### Supply network, run 1

Bar = 50 um. Pins as bars on the die edge.
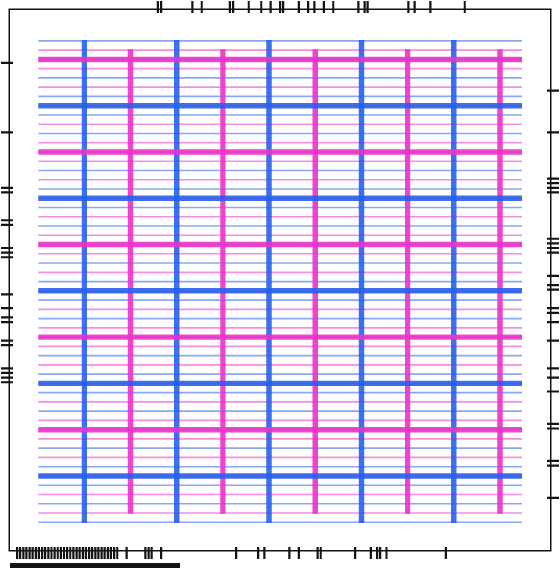
### Routed clock nets over the placement, run 1

Bar = 50 um.
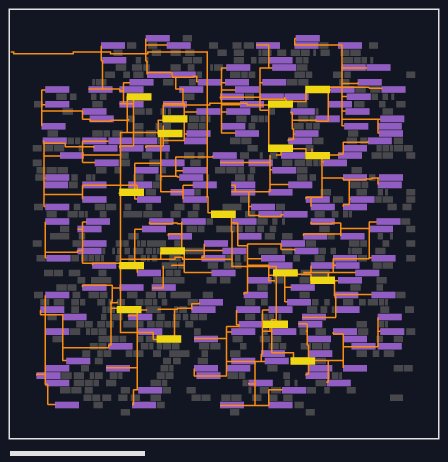
### Placement view, run 1

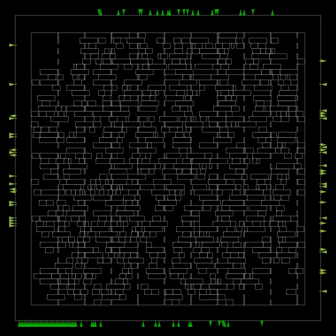
===== src/rtl/ooo_types.sv =====
// Shared out-of-order core types: ROB tag, JALR CDB bundle
// and the jalr_resolve table entry.
package ooo_types;

    localparam int TAG_W = 6;

    typedef logic [TAG_W-1:0] tag_t;

    typedef struct packed {
        logic        valid;
        logic [31:0] val;
        tag_t        tag;
        logic        correct_predict;
        logic [31:0] pc_next;
    } jalr_cdb_t;

    typedef struct packed {
        logic        valid;
        tag_t        tag;
        logic [31:0] pc;
    } jalr_resolve_entry_t;

endpackage


===== src/rtl/jalr_resolve_alloc.sv =====
// Lowest-free-index priority encoder for the jalr_resolve table.
// Reports whether any slot is free and whether all slots are taken.
module jalr_resolve_alloc #(
    parameter int DEPTH = 4
) (
    input  logic [DEPTH-1:0]         valid_i,
    output logic [$clog2(DEPTH)-1:0] idx_o,
    output logic                     free_o,
    output logic                     full_o
);

    localparam int IW = $clog2(DEPTH);

    always_comb begin
        idx_o  = '0;
        free_o = 1'b0;
        // Scan downward so the lowest free index is the last one written.
        for (int i = DEPTH - 1; i >= 0; i--) begin
            if (!valid_i[i]) begin
                idx_o  = i[IW-1:0];
                free_o = 1'b1;
            end
        end
    end

    assign full_o = &valid_i;

endmodule


===== src/rtl/jalr_resolve.sv =====
// Captures mispredicted JALR broadcasts and redirects fetch on commit.
// Optional macro JALR_RESOLVE_STATS_EN adds saturating stat counters.
module jalr_resolve
    import ooo_types::*;
#(
    parameter int DEPTH = 4
) (
    input  logic        clk,
    input  logic        rst,
    input  logic        flush,
    input  jalr_cdb_t   jalr_res,
    input  logic        commit_valid,
    input  tag_t        commit_tag,
    output logic        redirect_valid,
    output logic [31:0] redirect_pc,
    output logic        flush_req,
    output logic        full,
    output logic        overflow
`ifdef JALR_RESOLVE_STATS_EN
    ,
    output logic [31:0] stat_mispredict,
    output logic [31:0] stat_correct
`endif
);

    localparam int IW = $clog2(DEPTH);

    jalr_resolve_entry_t ent_q [DEPTH];
    jalr_resolve_entry_t ent_d [DEPTH];

    logic [DEPTH-1:0] vld;
    logic [IW-1:0]    alloc_idx;
    logic             alloc_free;

    logic        capture;
    logic        dup;
    logic        hit;
    logic [31:0] hit_pc;
    logic        redirect;
    logic        clear;
    logic        wr;
    logic        drop;

    logic        redirect_valid_q;
    logic        flush_req_q;
    logic [31:0] redirect_pc_q;
    logic [31:0] redirect_pc_d;
    logic        overflow_q;
    logic        overflow_d;

    logic unused_val;
    assign unused_val = ^jalr_res.val;

    always_comb begin
        for (int i = 0; i < DEPTH; i++) begin
            vld[i] = ent_q[i].valid;
        end
    end

    jalr_resolve_alloc #(
        .DEPTH (DEPTH)
    ) u_alloc (
        .valid_i (vld),
        .idx_o   (alloc_idx),
        .free_o  (alloc_free),
        .full_o  (full)
    );

    assign capture = jalr_res.valid
                   && !jalr_res.correct_predict
                   && (jalr_res.tag != '0);

    always_comb begin
        dup    = 1'b0;
        hit    = 1'b0;
        hit_pc = '0;
        for (int i = 0; i < DEPTH; i++) begin
            if (vld[i] && ent_q[i].tag == jalr_res.tag) begin
                dup = 1'b1;
            end
            // Tags are unique in the table, so OR-ing the pcs is safe.
            if (commit_valid && vld[i]
                && ent_q[i].tag == commit_tag) begin
                hit    = 1'b1;
                hit_pc = hit_pc | ent_q[i].pc;
            end
        end
    end

    assign redirect = hit && !flush;
    assign clear    = flush || hit;
    assign wr       = capture && !dup && !clear && alloc_free;
    assign drop     = capture && !dup && !clear && !alloc_free;

    always_comb begin
        for (int i = 0; i < DEPTH; i++) begin
            ent_d[i] = ent_q[i];
            if (clear) begin
                ent_d[i].valid = 1'b0;
            end else if (wr && alloc_idx == i[IW-1:0]) begin
                ent_d[i].valid = 1'b1;
                ent_d[i].tag   = jalr_res.tag;
                ent_d[i].pc    = jalr_res.pc_next;
            end
        end
    end

    assign redirect_pc_d = redirect ? hit_pc : redirect_pc_q;
    assign overflow_d    = overflow_q || drop;

    always_ff @(posedge clk or negedge rst) begin
        if (!rst) begin
            for (int i = 0; i < DEPTH; i++) begin
                ent_q[i] <= '0;
            end
            redirect_valid_q <= 1'b0;
            flush_req_q      <= 1'b0;
            redirect_pc_q    <= '0;
            overflow_q       <= 1'b0;
        end else begin
            for (int i = 0; i < DEPTH; i++) begin
                ent_q[i] <= ent_d[i];
            end
            redirect_valid_q <= redirect;
            flush_req_q      <= redirect;
            redirect_pc_q    <= redirect_pc_d;
            overflow_q       <= overflow_d;
        end
    end

    assign redirect_valid = redirect_valid_q;
    assign flush_req      = flush_req_q;
    assign redirect_pc    = redirect_pc_q;
    assign overflow       = overflow_q;

`ifdef JALR_RESOLVE_STATS_EN
    logic [31:0] stat_mis_q;
    logic [31:0] stat_cor_q;

    always_ff @(posedge clk or negedge rst) begin
        if (!rst) begin
            stat_mis_q <= '0;
            stat_cor_q <= '0;
        end else begin
            if (redirect && stat_mis_q != '1) begin
                stat_mis_q <= stat_mis_q + 32'd1;
            end
            if (jalr_res.valid && jalr_res.correct_predict
                && stat_cor_q != '1) begin
                stat_cor_q <= stat_cor_q + 32'd1;
            end
        end
    end

    assign stat_mispredict = stat_mis_q;
    assign stat_correct    = stat_cor_q;
`endif

endmodule

===== config.mk =====
export PLATFORM = sky130hd
export DESIGN_NAME = jalr_resolve
export DESIGN_NICKNAME = d
export VERILOG_FILES = /design/src/rtl/ooo_types.sv /design/src/rtl/jalr_resolve_alloc.sv /design/src/rtl/jalr_resolve.sv
export SDC_FILE = /design/constraint.sdc
export NUM_CORES = 1
export LEC_CHECK = 0
export CAP_MARGIN = 0
export CELL_PAD_IN_SITES_DETAIL_PLACEMENT = 0
export CELL_PAD_IN_SITES_GLOBAL_PLACEMENT = 2
export CORE_MARGIN = 8
export CORE_UTILIZATION = 41
export DETAILED_ROUTE_END_ITERATION = 10
export PLACE_DENSITY_LB_ADDON = 0.15
export SKIP_LAST_GASP = 1
export SLEW_MARGIN = 20
export SYNTH_ARGS = -nofsm -noshare
export SYNTH_HDL_FRONTEND = slang
export SYNTH_SLANG_ARGS = --single-unit

===== constraint.sdc =====
create_clock -name clk -period 4.23 [get_ports clk]
set_input_delay 1.269 -clock clk [delete_from_list [all_inputs] [get_ports clk]]
set_output_delay 1.269 -clock clk [all_outputs]
set_load 0.005 [all_outputs]

==> impl_metrics.yaml, run 1 <==
# generated from flow reports
yosys:
  largest_area_cell: "sky130_fd_sc_hd__dfrtp_1"
  netlist-cell-type-count: 29
  postSynthAreaPerCell_um2: 13.6
  post_synth_main_area_contributors: "sky130_fd_sc_hd__dfrtp_1, sky130_fd_sc_hd__mux2_1, sky130_fd_sc_hd__mux2_2, sky130_fd_sc_hd__a22oi_1, sky130_fd_sc_hd__xnor2_1"
  synth-seq-cells: 190
  top_logic_kind: "multiplexers"
  synth_stat.cells: 612
  synth_cells: 612
  synth_xor_xnor_area_share_pct: 5.04
  mappedNetlistNets: 694
  yosysWarnings: 0
  synthSimpleGateAreaFrac_pct: 5.52
drt:
  wl_met1_mm: 8.84
  route.met2.wl_mm: 10.0
  route.detailed.wl_per_inst_um: 20.3
  drt_first_pass_iters: 4
  finalWirelength_mm: 19.8
  initialDrtViolationCount: 255
  vias: 5228
die:
  floorplan.io_pins: 118
  floorplan.die_area_um2: 25200
global_routing:
  grt_util_met3_pct: 3.64
  grt_start_max_net_pins: 78
  grt.overflow.total: 0
  grt-busiest-layer: "met2"
  met2_track_utilization_from_global_routing_pct: 28.9
cells_and_area:
  layout.cells.largest_class: "sequential cells"
  area.sequential_um2: 4750
  layout_top_cells_excl_fill_tap: "sky130_fd_sc_hd__dfrtp_1, sky130_fd_sc_hd__clkdlybuf4s50_1, sky130_fd_sc_hd__mux2_1"
  inv_count: 1
  buffers_excl_clock: 108
  seq_area_share_pct: 46.9
  largest_reg_flops: 156
  multi_input_comb_cells: 376
  antenna-diode-count: 0
power_and_ir_drop:
  leakagePower_nw: 4.45
  power_sequential_mw: 2.19
  power.internal_mw: 3.21
  top_consumer: "registers"
  p_sw_share_pct: 25.7
  fin_total_pwr_mw: 4.32
  power.density_nw_per_um2: 426
  comb_power_mw: 0.523
cts:
  cts-root-to-sink-buffers: 2
  post_cts_hold_buffer_count: 0
  post_cts_resized: 0
  ctsRootBufferMaster: "sky130_fd_sc_hd__clkbuf_16"
  numCtsBuffers: 17
timing:
  setup_viol: 0
  final.min_clock_period_ns: 3.72
  max_slew.worst_pin.slew_ns: 0.657
  whs_ns: 0.488
  rsz0062_at_grt: "no"
  highest_clock_rate_ghz: 0.269
place:
  numPlacedInstances: 945
  gp_congestion: 0.792
  port_buffers: 85
critical_path:
  slowest_stage_cell_crit_path: "sky130_fd_sc_hd__clkdlybuf4s50_1"
  crit-reg2reg-capture: "ent_q[53]"
  worst_setup_path_endpoint: "ent_q[53]"
  crit_start: "jalr_res[34]"
  crit_buf_inv: 4
  timing.reg2reg.worst_path_depth: 8
  ff2ff_setup_slack_ns: 1.69
  worstSetupStartpointType: "input pin"
status:
  run_status: "finished clean"
job:
  stage_log_warnings: 58
  cap_violations: 0
About 'Supply network':
| color | net |
|---|---|
| magenta | VDD |
| blue | VSS |
met4 straps: 10
met1 rails: 53
met5 straps: 10
rows: 52
core outline area: 20100 um2
floorplan die width: 159 um
Die Height: 159 um
VDD IR max: 0.000295 V

About 'Routed clock nets over the placement':
[yellow] clock-net drivers | count: 17
[orange] clock wires | length: 2290 um
[purple] flip-flops | count: 190
flops lie: spread over the die
Clk. pwr: 1.61 mW
Clock Skews: 0.0108 ns
clock latency reported for the late side of the worst-skew pair: 0.44 ns
relative contribution of the clock network to total power: 37.2%

About 'Placement view':
total of fill cells in the finished design: 1724
post-route core utilization: 50.4%
layout sequential cell count: 190
count of inserted tapcells: 270
non-filler instance count after layout: 977

--- run 2 (diff from run 1) ---
--- a/config.mk
+++ b/config.mk
@@ -5,12 +5,14 @@
 export SDC_FILE = /design/constraint.sdc
 export NUM_CORES = 1
 export LEC_CHECK = 0
+export ABC_AREA = 0
 export CAP_MARGIN = 0
 export CELL_PAD_IN_SITES_DETAIL_PLACEMENT = 0
 export CELL_PAD_IN_SITES_GLOBAL_PLACEMENT = 2
 export CORE_MARGIN = 8
 export CORE_UTILIZATION = 41
 export DETAILED_ROUTE_END_ITERATION = 10
+export GPL_ROUTABILITY_DRIVEN = 0
 export PLACE_DENSITY_LB_ADDON = 0.15
 export SKIP_LAST_GASP = 1
 export SLEW_MARGIN = 20
### Placement view, run 2

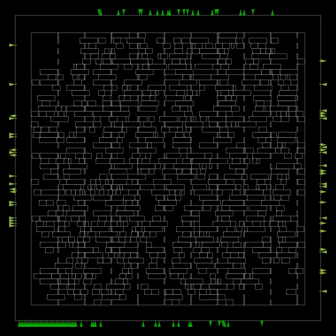
share of cell area taken by flip-flops and latches: 46.9%
row count: 52

### Cells colored by class, run 2

Bar = 50 um.
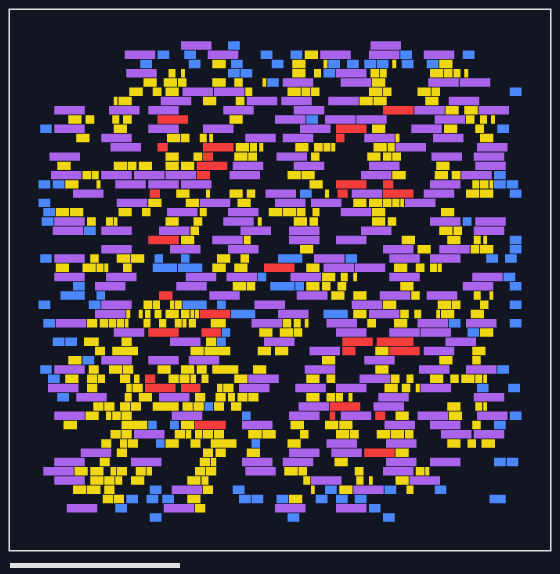
| color | class | cells | share of their area |
|---|---|---|---|
| yellow | remaining logic cells | 377 | 34% |
| blue | remaining buffers and delay cells | 108 | 11% |
| red | clock drivers and dummy loads | 32 | 6.1% |
| purple | registers | 190 | 48% |
final instance area: 10100 um2

### Metal layers overlaid, run 2

Two of the layers only.
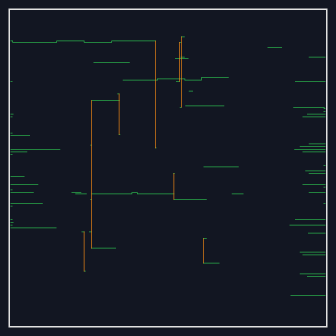
| color | layer | wire length |
|---|---|---|
| orange | M4 | 248 um |
| green | M3 | 695 um |
total routed wirelength: 19.8 mm
WL per Instance: 20.3 um

==> run 2 against run 1 <==
Against the previous run: setup slack did not move; synthesized cell count stayed put; power unchanged; sequential power is essentially flat; critical path depth unchanged; first-iteration DRC count stayed put; clock skew is the same; worst hold slack unchanged; critical path type unchanged.
==> impl_metrics.yaml, run 2 <==
# generated from flow reports
drt:
  initialDrtViolationCount: 255
  wl_met1_mm: 8.84
  vias: 5228
  drt_first_pass_iters: 4
critical_path:
  crit_buf_inv: 4
  setup.worst_path.class: "in -> reg"
  crit_arrival_ns: 4.04
  slowest_stage_cell_crit_path: "sky130_fd_sc_hd__clkdlybuf4s50_1"
  worst_setup_path_endpoint: "ent_q[53]"
  timing.reg2reg.worst_path_depth: 8
  worstSetupStartpointType: "input pin"
  ff2ff_setup_slack_ns: 1.69
  crit_start: "jalr_res[34]"
  crit-reg2reg-capture: "ent_q[53]"
  crit_chain: "clkdlybuf4s50_1, buf_4, xor2_1, nor4_1, buf_4, nor4_4, nand4_1, buf_12, mux2_1"
timing:
  max_slew.worst_pin.slew_ns: 0.657
  setup_viol: 0
  whs_ns: 0.488
  clock_skew_ns: 0.0108
  final.min_clock_period_ns: 3.72
  rsz0062_at_grt: "no"
  highest_clock_rate_ghz: 0.269
yosys:
  mappedNetlistNets: 694
  postSynthAreaPerCell_um2: 13.6
  synth-seq-cells: 190
  synthSimpleGateAreaFrac_pct: 5.52
  top_logic_kind: "multiplexers"
  synth_stat.cells: 612
  largest_area_cell: "sky130_fd_sc_hd__dfrtp_1"
  synth_cells: 612
  netlist-cell-type-count: 29
  post_synth_main_area_contributors: "sky130_fd_sc_hd__dfrtp_1, sky130_fd_sc_hd__mux2_1, sky130_fd_sc_hd__mux2_2, sky130_fd_sc_hd__a22oi_1, sky130_fd_sc_hd__xnor2_1"
  yosysWarnings: 0
  synth_xor_xnor_area_share_pct: 5.04
die:
  floorplan.io_pins: 118
  core_area_um2: 20100
  dieWidth_um: 159
  initial_utilization_pct: 41.5
  floorplan.die_area_um2: 25200
global_routing:
  grt-busiest-layer: "met2"
  globalRouteTotalUtil_pct: 16.8
  met2_track_utilization_from_global_routing_pct: 28.9
  grt_start_max_net_pins: 78
  grt.overflow.total: 0
place:
  port_buffers: 85
  numPlacedInstances: 945
  detailed_place_hpwl_mm: 12.4
cells_and_area:
  largest_reg_flops: 156
  layout.cells.largest_class: "sequential cells"
  layout_top_cells_excl_fill_tap: "sky130_fd_sc_hd__dfrtp_1, sky130_fd_sc_hd__clkdlybuf4s50_1, sky130_fd_sc_hd__mux2_1"
  finish.utilization_pct: 50.4
  antenna-diode-count: 0
  n_sequential_cell: 190
  multi_input_comb_cells: 376
  layoutNonFillerInstCount: 977
  area.sequential_um2: 4750
  fill_cells: 1724
  buffers_excl_clock: 108
  inv_count: 1
power_and_ir_drop:
  power.density_nw_per_um2: 426
  top_consumer: "registers"
  power.internal_mw: 3.21
  vdd_ir_drop_max_v: 0.000295
  p_sw_share_pct: 25.7
  power.clock.total_mw: 1.61
  fin_total_pwr_mw: 4.32
  comb_power_mw: 0.523
  power_sequential_mw: 2.19
  clockPowerShare_pct: 37.2
  leakagePower_nw: 4.45
cts:
  cts-root-to-sink-buffers: 2
  post_cts_resized: 0
  numCtsBuffers: 17
  post_cts_hold_buffer_count: 0
  ctsRootBufferMaster: "sky130_fd_sc_hd__clkbuf_16"
  clk_latency_ns: 0.44
job:
  stage_log_warnings: 58
  cap_violations: 0
status:
  run_status: "finished clean"
### Routed clock nets over the placement, run 2

Bar = 50 um.
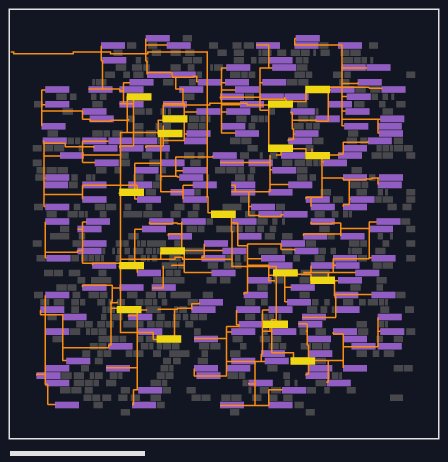

--- run 3 (diff from run 2) ---
--- a/config.mk
+++ b/config.mk
@@ -10,10 +10,12 @@
 export CELL_PAD_IN_SITES_DETAIL_PLACEMENT = 0
 export CELL_PAD_IN_SITES_GLOBAL_PLACEMENT = 2
 export CORE_MARGIN = 8
-export CORE_UTILIZATION = 41
+export CORE_UTILIZATION = 34
+export CTS_CLUSTER_DIAMETER = 30
 export DETAILED_ROUTE_END_ITERATION = 10
 export GPL_ROUTABILITY_DRIVEN = 0
 export PLACE_DENSITY_LB_ADDON = 0.15
+export REMOVE_ABC_BUFFERS = 1
 export SKIP_LAST_GASP = 1
 export SLEW_MARGIN = 20
 export SYNTH_ARGS = -nofsm -noshare
==> constraint.sdc (replaced) <==
create_clock -name clk -period 3.1 [get_ports clk]
set_input_delay 0.93 -clock clk [delete_from_list [all_inputs] [get_ports clk]]
set_output_delay 0.93 -clock clk [all_outputs]
set_load 0.005 [all_outputs]
### Routed clock nets over the placement, run 3

Bar = 50 um.
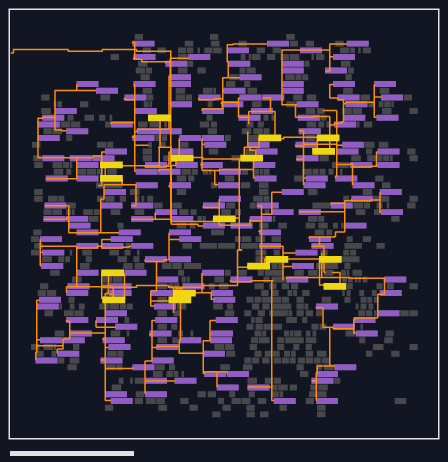
relative contribution of the clock network to total power: 36.6%
Clk. pwr: 2.16 mW
clock latency reported for the late side of the worst-skew pair: 0.43 ns

### Supply network, run 3

Bar = 50 um. Pins as bars on the die edge.
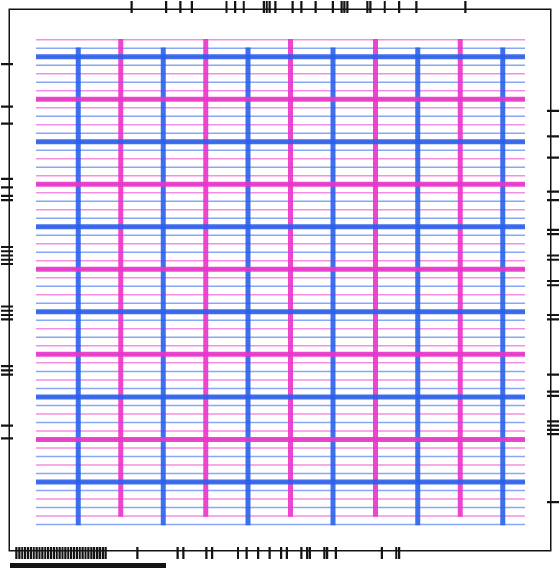
| color | net |
|---|---|
| magenta | VDD |
| blue | VSS |
met1 rails: 58
signal pins: 118
met4 straps: 11
met5 straps: 11
floorplan die width: 173 um
Die Height: 173 um

### Cells colored by class, run 3

Bar = 50 um.
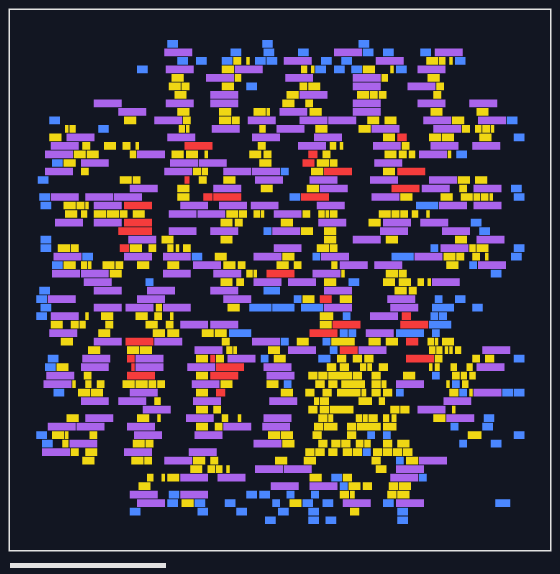
final instance area: 10400 um2
post-route core utilization: 42.9%

==> run 3 against run 2 <==
Against the previous run: power up 37%; global-route usage down 2.1 points; setup slack lost 0.46 ns; cell count increased by 7.8%; non-clock buffer count rose by 22; via count grew 2.1%; first-iteration DRC count grew 13%; largest power group unchanged; highest routed layer is now met5.
==> impl_metrics.yaml, run 3 <==
# generated from flow reports
cells_and_area:
  n_sequential_cell: 190
  antenna-diode-count: 0
  layout_top_cells_excl_fill_tap: "sky130_fd_sc_hd__dfrtp_1, sky130_fd_sc_hd__clkdlybuf4s50_1, sky130_fd_sc_hd__mux2_1"
  area.sequential_um2: 4750
  multi_input_comb_cells: 376
  fill_cells: 2293
  layout.cells.largest_class: "sequential cells"
  largest_reg_flops: 156
  buffers_excl_clock: 130
  inv_count: 1
  seq_area_share_pct: 45.7
timing:
  final.min_clock_period_ns: 3.06
  setup_viol: 0
  clock_skew_ns: 0.0143
  rsz0062_at_grt: "yes"
  whs_ns: 0.470
  highest_clock_rate_ghz: 0.327
global_routing:
  grt.overflow.total: 0
  grt-busiest-layer: "met2"
  met2_track_utilization_from_global_routing_pct: 24.9
  grt_util_met3_pct: 3.38
  grt_start_max_net_pins: 82
die:
  floorplan.die_area_um2: 29800
  num_rows: 57
  floorplan.io_pins: 118
  core_area_um2: 24200
  initial_utilization_pct: 34.4
  num_tap_cells: 324
drt:
  finalWirelength_mm: 21.7
  initialDrtViolationCount: 289
  wl_met1_mm: 9.72
  route.met2.wl_mm: 11.0
  vias: 5340
  drt_first_pass_iters: 5
cts:
  cts-root-to-sink-buffers: 2
  post_cts_hold_buffer_count: 0
  clock-sinks: 190
  numCtsBuffers: 17
  ctsRootBufferMaster: "sky130_fd_sc_hd__clkbuf_16"
critical_path:
  crit-reg2reg-capture: "ent_q[67]"
  ff2ff_setup_slack_ns: 0.80
  setup.worst_path.class: "in -> reg"
  timing.reg2reg.worst_path_depth: 8
  worstSetupStartpointType: "input pin"
  crit_arrival_ns: 3.36
  crit_buf_inv: 3
  slowest_stage_cell_crit_path: "sky130_fd_sc_hd__clkdlybuf4s50_1"
yosys:
  synthSimpleGateAreaFrac_pct: 5.52
  top_logic_kind: "multiplexers"
  synth-seq-cells: 190
  synth_cells: 612
  synth_stat.cells: 612
  netlist-cell-type-count: 29
  largest_area_cell: "sky130_fd_sc_hd__dfrtp_1"
  post_synth_main_area_contributors: "sky130_fd_sc_hd__dfrtp_1, sky130_fd_sc_hd__mux2_1, sky130_fd_sc_hd__mux2_2, sky130_fd_sc_hd__a22oi_1, sky130_fd_sc_hd__xnor2_1"
  synth_xor_xnor_area_share_pct: 5.04
  yosysWarnings: 0
power_and_ir_drop:
  p_sw_share_pct: 25.8
  power.internal_mw: 4.38
  vdd_ir_drop_max_v: 0.000317
  top_consumer: "registers"
  fin_total_pwr_mw: 5.91
  power.density_nw_per_um2: 567
  leakagePower_nw: 4.56
place:
  detailed_place_hpwl_mm: 13.8
  port_buffers: 85
job:
  stage_log_warnings: 58
status:
  run_status: "finished clean"
Power and IR drop assume default switching activity.
